===== src/rtl/la_chainctrl.sv =====
// la_chainctrl: loads a parallel word LSB-first into an external flop chain and returns the chain's previous contents.
// Latency: accept edge T -> chain_en T+1..T+DW, update T+DW+1, out_valid T+DW+2; one transaction per DW+3 cycles at best.
// Backpressure: in_ready is high only in IDLE; the readback word is held in DONE until out_ready.
//
// Ports:
//   clk, nreset                   clock and synchronous active-low reset
//   in_valid/in_ready/in_data     write request handshake (word to load into the chain)
//   chain_en/chain_d/chain_q      shift enable, serial data into flop 0, serial data from flop DW-1
//   update                        one-cycle strobe after the last shift
//   out_valid/out_ready/out_data  readback handshake (previous chain contents)
//   busy                          high in any state other than IDLE
module la_chainctrl #(
    parameter int DW   = 32,
    parameter     PROP = "DEFAULT"
) (
    input  logic          clk,
    input  logic          nreset,
    input  logic          in_valid,
    input  logic [DW-1:0] in_data,
    output logic          in_ready,
    output logic          chain_en,
    output logic          chain_d,
    input  logic          chain_q,
    output logic          update,
    output logic          out_valid,
    output logic [DW-1:0] out_data,
    input  logic          out_ready,
    output logic          busy
);

    localparam int CW = (DW > 1) ? $clog2(DW) : 1;

    typedef enum logic [1:0] {
        IDLE   = 2'd0,
        SHIFT  = 2'd1,
        UPDATE = 2'd2,
        DONE   = 2'd3
    } state_t;

    state_t        state;
    state_t        state_nxt;
    logic [DW-1:0] sreg;
    logic [CW-1:0] cnt;
    logic          cnt_last;

    assign cnt_last = (cnt == CW'(DW - 1));

    // State register plus datapath. The shift register doubles as the
    // capture register: the chain tail enters at the MSB, so after DW
    // shifts bit k holds the old content of flop DW-1-k.
    always_ff @(posedge clk) begin
        if (!nreset) begin
            state <= IDLE;
            sreg  <= '0;
            cnt   <= '0;
        end else begin
            state <= state_nxt;
            case (state)
                IDLE: begin
                    if (in_valid) begin
                        sreg <= in_data;
                        cnt  <= '0;
                    end
                end
                SHIFT: begin
                    sreg <= {chain_q, sreg[DW-1:1]};
                    // Hold at the terminal count rather than wrapping.
                    if (!cnt_last) begin
                        cnt <= cnt + CW'(1);
                    end
                end
                default: begin
                end
            endcase
        end
    end

    always_comb begin
        state_nxt = state;
        in_ready  = 1'b0;
        chain_en  = 1'b0;
        chain_d   = 1'b0;
        update    = 1'b0;
        out_valid = 1'b0;
        out_data  = '0;
        busy      = 1'b1;
        case (state)
            IDLE: begin
                in_ready = 1'b1;
                busy     = 1'b0;
                if (in_valid) begin
                    state_nxt = SHIFT;
                end
            end
            SHIFT: begin
                chain_en = 1'b1;
                chain_d  = sreg[0];
                if (cnt_last) begin
                    state_nxt = UPDATE;
                end
            end
            UPDATE: begin
                update    = 1'b1;
                state_nxt = DONE;
            end
            DONE: begin
                out_valid = 1'b1;
                out_data  = sreg;
                if (out_ready) begin
                    state_nxt = IDLE;
                end
            end
            default: begin
                state_nxt = IDLE;
            end
        endcase
    end

endmodule


===== config.mk =====
export PLATFORM = sky130hd
export DESIGN_NAME = la_chainctrl
export DESIGN_NICKNAME = d
export VERILOG_FILES = /design/src/rtl/la_chainctrl.sv
export SDC_FILE = /design/constraint.sdc
export NUM_CORES = 1
export LEC_CHECK = 0
export CAP_MARGIN = 30
export CORE_AREA = 2 2 100 54
export CTS_CLUSTER_DIAMETER = 50
export DETAILED_ROUTE_END_ITERATION = 6
export DIE_AREA = 0 0 102 56
export PLACE_DENSITY = 0.78
export SLEW_MARGIN = 15
export SYNTH_ARGS = -nofsm -noshare
export SYNTH_HDL_FRONTEND = slang
export SYNTH_SLANG_ARGS = --single-unit

===== constraint.sdc =====
create_clock -name clk -period 2.55 [get_ports clk]
set_input_delay 0.51 -clock clk [delete_from_list [all_inputs] [get_ports clk]]
set_output_delay 0.51 -clock clk [all_outputs]
set_load 0.1 [all_outputs]

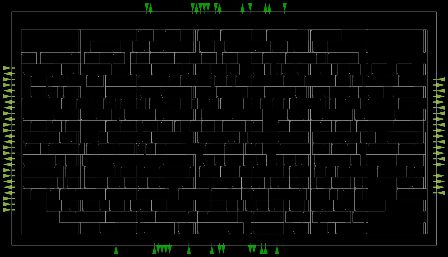
**Above:** run 1 (placed standard cells).
total of fill cells in the finished design: 397
final core utilization: 69.4%
sequential cells: 39
number of placement rows: 18

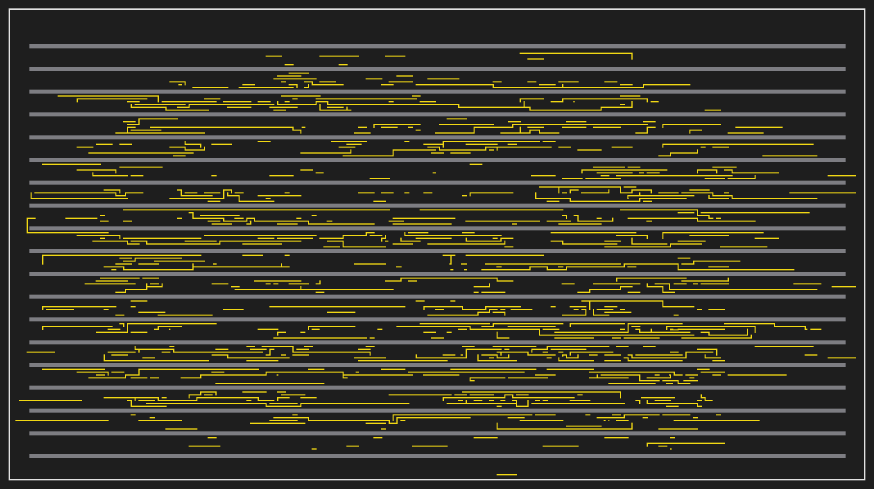
**Above:** run 1 (the metal 1 layer).
Supply wires on this layer in grey.
wire length on this layer	2550 um
share of all routed wire	49%

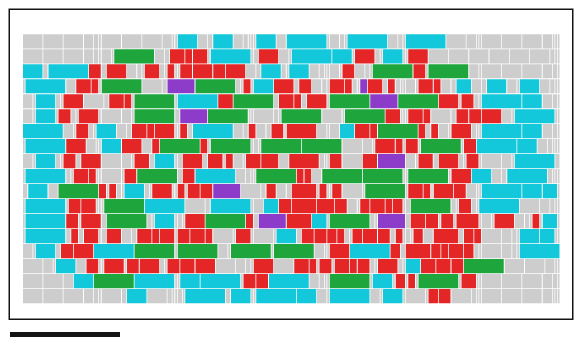
**Above:** run 1 (cell classes on the final placement).
Bar = 20 um. Fill, decap, tap and diode cells in grey.
colour	class	cells	share of their area
purple	clock drivers and dummy loads	8	3.1%
red	remaining logic cells	178	38%
cyan	remaining buffers and delay cells	79	35%
green	registers	39	24%

==> CHANGELOG.md, run 1 <==
### Implementation results

- Prevailing post-synth register cell: dfxtp_1
- Vias in the first global route: 1744
- Synth top area share: 37.5%
- Clock H-tree levels: 2
- Detailed Place HPWL: 3740 um
- Post-CTS Setup Repair Bufs: 0
- Fraction of final layout cells with drive strength greater than 1: 17.8%
- Placed Cells: 366
- Data arrival time at the worst-slack endpoint: 1730 ps
- Tool warnings: 31
- NetSw: 1.68 mW
- Fin crit period: 2240 ps
- Distinct lib cells used: 27
- Antenna diode instance count: 0
- Cts bufs inserted: 5
- Floorplan die area: 5710 sq um
- Die Wd: 102 um
- Setup violation total in the final timing report: 0
- Final hold violation count: 0
- Per-cell routed wire length: 13.9 um
- Slew @ Worst Pin: 583 ps
- Cells resized by post-CTS repair: 0
- # nets final: 347
- Hold-critical path depth: 2
- Power density over the cells: 1070 nW/um^2
- Clock sink total: 39
- Critical path startpoint category: register
- Number of standard cells after synthesis: 234
- Placeable core region: 4770 sq um
- Count of state elements after synthesis: 39
- Insertion delay at the late pin of the worst-skew pair: 290 ps
- Final period util: 87.9%
- Starting density of the core: 43.6%
- Dominant cell type by area after synthesis: dfxtp_1
- Max-capacitance violation count: 0
- Net count of the mapped netlist: 278
- DRC viols: 0
- Outcome: finished clean
- Worst Reg2Reg Path Length in Cells: 5
- Post-synth design cell area: 2080 sq um
- Hold_buf cts: 0
- Most common cell in the synthesized netlist: dfxtp_1
- Aggregate global routing overflow: 0
- CTS tree: done
- Placed standard-cell area: 3210 sq um
- Unrepaired setup endpoints after global routing: no
- Synth-to-Final Area Change: 59.3%
- Synthesized area per cell: 8.89 sq um
- Slowest cell delay on critical path: 570 ps
- Remaining number of nets flagged by the antenna check after routing: 0
- Min setup slack post-route: 310 ps
- Combinational Power Share: 57.8%
- Total detailed-routing wirelength: 5200 um
- Buffer cell driving the clock tree root: clkbuf_8
- Max Root-Sink Buffers: 2
- Routed vias: 1874
- Warnings from Yosys: 0
- Cell Count, Final, Fillers Out: 374
- Worst vdd rail ir drop: 882 uV
- Port Buffer Count: 74
- Kind of end point of the critical path: primary output
- Number of pins with negative max-slew slack in the final report: 0
- Final Skew: 8.90 ps
- Fraction of synthesis flops using an asynchronous set or reset pin: 0%
- Number of vias per cell: 5.01
- Post-layout total power: 3.54 mW
- Maximum operating frequency: 446 MHz
- Wire length of the first global-routing pass: 8390 um
- Most used standard cells in the synthesized netlist: dfxtp_1, and2_1, nor2_1
- Maximum number of pins on one net before global-route repair: 37
- Reg power frac: 29.5%
- CP max-delay cell: ha_2
- Required arrival time at the worst endpoint: 2040 ps
- Final sum of negative setup slack: 0 ps
- Total cell area reported by yosys after synthesis: 2080 sq um
- Tightest hold margin: 483 ps
- Initial antenna violation count: 0
- Series of cell instances along the critical path: ha_2 > and2_1 > buf_12
- Internal Dissipation: 1.86 mW
- Number of primary I/O pins: 75
- Count of instantiated cells in the yosys netlist: 234
- Final estimated routing congestion in global placement: 0.856
- Max-Slew Margin vs Limit: 60.0%
- Commonest non-fill, non-tap cell in the layout: dfxtp_1
- Classification of the worst-slack hold path: register to register
- Critical path peak fanout: 34
- Crit Path Category: register to primary output
- Clock-pin slew on the worst setup and hold paths: 80 ps
- Die span in y: 56 um
- Static Leakage: 1.29 nW
- Sw Share: 47.5%
- Top cells excl fill/tap: dfxtp_1, clkdlybuf4s50_1, and2_1, buf_12, nor2_1
- Top cells by area: dfxtp_1, mux2i_1, a211oi_1, and2_1, nor2_1
- Clock share of power: 12.7%
- Fraction of the yosys area taken by sequential cells: 37.5%
- Total routing resource utilization after global routing: 18.4%
- EDFF count, synth: 0
- Layout Cell Area excl Fill: 3310 sq um
- Detailed Route Iter0 Violations: 56
- Iteration count of the initial detailed-routing pass: 4
- Setup Slack @ Placement: 534 ps
-- run 1: registers in the layout, summed over array words and instances, names as in the netlist --
name,flops
sreg,32
cnt,5
state,2
-- run 1: final timing paths --
check	from	endpoint	slack, ps
setup / recovery	state[0]	out_data[21]	310
hold / removal	cnt[3]	cnt[3]	480
setup reg to reg	state[1]	cnt[3]	500
hold reg to reg	cnt[3]	cnt[3]	480
-- run 1: power groups by stage --
| stage | clock network, mW | registers, mW | logic, mW |
|---|---|---|---|
| after CTS | 0.462 | 1.04 | 2.05 |
| final | 0.448 | 1.04 | 2.04 |
| after global routing | 0.481 | 1.08 | 2.21 |
| after detailed placement | 0 | 1.05 | 2.04 |
| after global placement | 0 | 1.04 | 2.00 |
| after floorplan | 0 | 0.993 | 1.60 |
-- run 1: per-layer routing --
| metal | global-route usage (%) | share of wire, % | vias up |
|---|---|---|---|
| met5 | 0 | 0 | - |
| met1 | 26.5 | 49 | 825 |
| met3 | 8.42 | 12 | 2 |
| li1 | - | - | 963 |
| met4 | 4.38 | 0.21 | 0 |
| met2 | 24.7 | 39 | 84 |
-- run 1: cell families after synthesis --
logic type | synth area share [%]
fa+ha+maj | 4.21
compound gates | 15.6
mux | 16.4
simple gates | 21.5
flops | 37.5
buf+inv | 4.75
-- run 1: critical path, delay by kind of cell, from the launching register on --
kind / cells / cell delay [ps]
adder cells (fa/ha/maj): 1 / 570
buffers and inverters: 1 / 190
flip-flops: 1 / 400
AND/OR/NAND/NOR: 1 / 280
-- run 1: area by class of cell --
| cell class | count | area, sq um |
|---|---|---|
| Multi-Input combinational cell | 173 | 1210 |
| Tap cell | 70 | 87.6 |
| Sequential cell | 39 | 781 |
| Inverter | 5 | 18.8 |
| Clock buffer | 8 | 100 |
| Timing Repair Buffer | 79 | 1120 |
| Fill cell | 397 | 1460 |
**Run 1: routed metal per tile**

The die is cut into 20 by 11 equal tiles; black is low, pale yellow is high, scaled to the fullest tile. Values are wire area over tile area, all layers added.
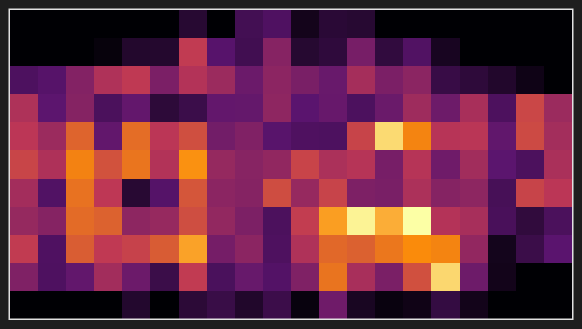

## Run 2: what changed since run 1
--- a/config.mk
+++ b/config.mk
@@ -7,9 +7,11 @@
 export LEC_CHECK = 0
 export CAP_MARGIN = 30
 export CORE_AREA = 2 2 100 54
-export CTS_CLUSTER_DIAMETER = 50
+export CTS_CLUSTER_DIAMETER = 60
 export DETAILED_ROUTE_END_ITERATION = 6
 export DIE_AREA = 0 0 102 56
+export HOLD_SLACK_MARGIN = 0.1
+export MAX_ROUTING_LAYER = met4
 export PLACE_DENSITY = 0.78
 export SLEW_MARGIN = 15
 export SYNTH_ARGS = -nofsm -noshare
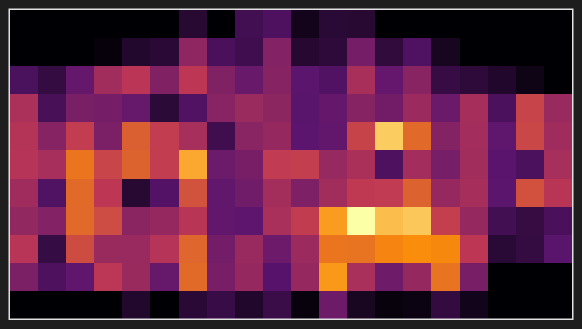
**Above:** run 2 (routed metal per tile).
The die is cut into 20 by 11 equal tiles; black is low, pale yellow is high, scaled to the fullest tile. Values are wire area over tile area, all layers added.
tiles over half the peak	18%
nearly empty tiles	16%
emptiest ninth of the die	north-east
fullest tile	0.50
total detailed-routing wirelength: 5230 um
routed vias: 1868
per-cell routed wire length: 14.0 um
total routing resource utilization after global routing: 19.1%

==> run 2 against run 1 <==
  * Clock-buffer cell count is the same
  * Sequential power hardly changed
  * Largest cell class unchanged
  * Cell count unchanged
  * Hold slack better by 10 ps
  * Via count decreased by 0.32%
  * Global-route usage rose by 0.63 points
  * Area after synthesis is the same
  * Clock skew hardly changed
  * Critical path depth is the same
  * Clock power hardly changed
  * Cell area is the same
==> CHANGELOG.md, run 2 <==
### Implementation results

- Final core utilization: 69.4%
- Final Skew: 9.25 ps
- Hold_buf cts: 0
- Remaining number of nets flagged by the antenna check after routing: 0
- Final period util: 87.8%
- Post-layout total power: 3.54 mW
- Static Leakage: 1.29 nW
- Sw Share: 47.5%
- Cell Count, Final, Fillers Out: 374
- Vias in the first global route: 1739
- Layout Cell Area excl Fill: 3310 sq um
- Port Buffer Count: 74
- Clock sink total: 39
- Max-capacitance violation count: 0
- Clock H-tree levels: 2
- Worst vdd rail ir drop: 881 uV
- Net count of the mapped netlist: 278
- Registers with the highest flip-flop counts: sreg (32), cnt (5), state (2)
- Cts bufs inserted: 5
- Combinational Power Share: 57.8%
- Post-CTS Setup Repair Bufs: 0
- Maximum number of pins on one net before global-route repair: 37
- Commonest non-fill, non-tap cell in the layout: dfxtp_1
- EDFF count, synth: 0
- Power density over the cells: 1070 nW/um^2
- Die span in y: 56 um
- # nets final: 347
- Distinct lib cells used: 27
- Setup violation total in the final timing report: 0
- Fraction of the yosys area taken by sequential cells: 37.5%
- Number of primary I/O pins: 75
- Most common cell in the synthesized netlist: dfxtp_1
- Hold path startpoint: cnt[3]
- Worst Reg2Reg Path Length in Cells: 5
- Register containing the most flip-flops in the final layout: sreg
- Dominant cell type by area after synthesis: dfxtp_1
- Final estimated routing congestion in global placement: 0.870
- Unrepaired setup endpoints after global routing: no
- Wire length of the first global-routing pass: 8380 um
- Placeable core region: 4770 sq um
- Min setup slack post-route: 312 ps
- Synth-to-Final Area Change: 59.3%
- Number of placement rows: 18
- Detailed Place HPWL: 3740 um
- Tool warnings: 31
- Critical path peak fanout: 34
- Post-synth design cell area: 2080 sq um
- Data arrival time at the worst-slack endpoint: 1730 ps
- Synth top area share: 37.5%
- Slew @ Worst Pin: 557 ps
- Number of flip-flops in the largest register: 32
- Insertion delay at the late pin of the worst-skew pair: 290 ps
- Number of standard cells after synthesis: 234
- Buffer cell driving the clock tree root: clkbuf_8
- DRC viols: 0
- Clock-pin slew on the worst setup and hold paths: 80 ps
- Synthesized area per cell: 8.89 sq um
- Count of state elements after synthesis: 39
- Setup Slack @ Placement: 534 ps
- Number of pins with negative max-slew slack in the final report: 0
- Detailed Route Iter0 Violations: 78
- Classification of the worst-slack hold path: register to register
- Die Wd: 102 um
- Iteration count of the initial detailed-routing pass: 4
- Initial antenna violation count: 0
- Total of fill cells in the finished design: 397
- Kind of end point of the critical path: primary output
- Critical path startpoint category: register
- Warnings from Yosys: 0
- Prevailing post-synth register cell: dfxtp_1
- Most used standard cells in the synthesized netlist: dfxtp_1, and2_1, nor2_1
- Max Root-Sink Buffers: 2
- NetSw: 1.68 mW
- Count of instantiated cells in the yosys netlist: 234
- Internal Dissipation: 1.86 mW
- Placed standard-cell area: 3210 sq um
- Floorplan die area: 5710 sq um
- Top cells excl fill/tap: dfxtp_1, clkdlybuf4s50_1, and2_1, buf_12, nor2_1
- Clock share of power: 12.7%
- Required arrival time at the worst endpoint: 2040 ps
- Max-Slew Margin vs Limit: 61.8%
- Outcome: finished clean
- Reg power frac: 29.5%
- Final hold violation count: 0
- Number of vias per cell: 4.99
- CTS tree: done
- Aggregate global routing overflow: 0
- Fraction of final layout cells with drive strength greater than 1: 17.8%
- Crit Path Category: register to primary output
- Fraction of synthesis flops using an asynchronous set or reset pin: 0%
- Logic area: 1210 sq um
- Starting density of the core: 43.6%
- Top cells by area: dfxtp_1, mux2i_1, a211oi_1, and2_1, nor2_1
- Fin crit period: 2240 ps
- RR Startpoint: state[1]
- Maximum operating frequency: 447 MHz
- Placed Cells: 366
- Cells resized by post-CTS repair: 0
- Area taken by flip-flops and latches: 781 sq um
- CP startpoint: state[0]
- Antenna diode instance count: 0
- Hold-critical path depth: 2
- Total cell area reported by yosys after synthesis: 2080 sq um
[run 2: logic make-up after synthesis]
kind of cell / after synthesis / synth area share, %
muxes: 34 / 16.4
AOI/OAI and AO/OA: 46 / 15.6
adders and majority gates: 7 / 4.21
DFF: 39 / 37.5
and+or+nand+nor: 86 / 21.5
buffers and inverters: 22 / 4.75
[run 2: final cells by class]
type | count | share of cell area (%)
clock buffer | 8 | 3.02
multi-input combinational | 173 | 36.4
inverter | 5 | 0.566
tap | 70 | 2.64
sequential | 39 | 23.6
timing repair buffer | 79 | 33.8
[run 2: final timing paths]
| path | to | slack, ps |
|---|---|---|
| worst min-delay path | cnt[3] | 490 |
| worst max register to register | cnt[3] | 490 |
| worst max-delay path | out_data[21] | 310 |
| worst min register to register | cnt[3] | 490 |
[run 2: critical path, cell delays in order, from the launching register on]
cell     delay, ps
dfxtp_1        400
ha_2           570
and2_1         280
buf_12         190
[run 2: through the flow]
stage	setup TNS, ps	hold WS, ps
2_1_floorplan	-213	448
3_3_place_gp	0	472
3_5_place_dp	0	475
4_1_cts	0	486
5_1_grt	0	534
6_report	0	493
[run 2: layer usage]
layer / global-route usage [%] / share of wire [%] / vias up
li1: - / - / 967
met2: 24.7 / 39 / 80
met1: 27.1 / 49 / 821
met3: 8.42 / 12 / 0
met4: 3.81 / 0 / 0
met5: - / 0 / -
[run 2: power by group through the flow]
stage	combinational, mW	sequential, mW	clock (mW)
floorplan	1.60	0.993	0
global placement	2.00	1.04	0
detailed placement	2.04	1.05	0
CTS	2.05	1.04	0.462
global route	2.21	1.08	0.483
finish	2.04	1.04	0.448
Power and IR drop assume default switching activity.
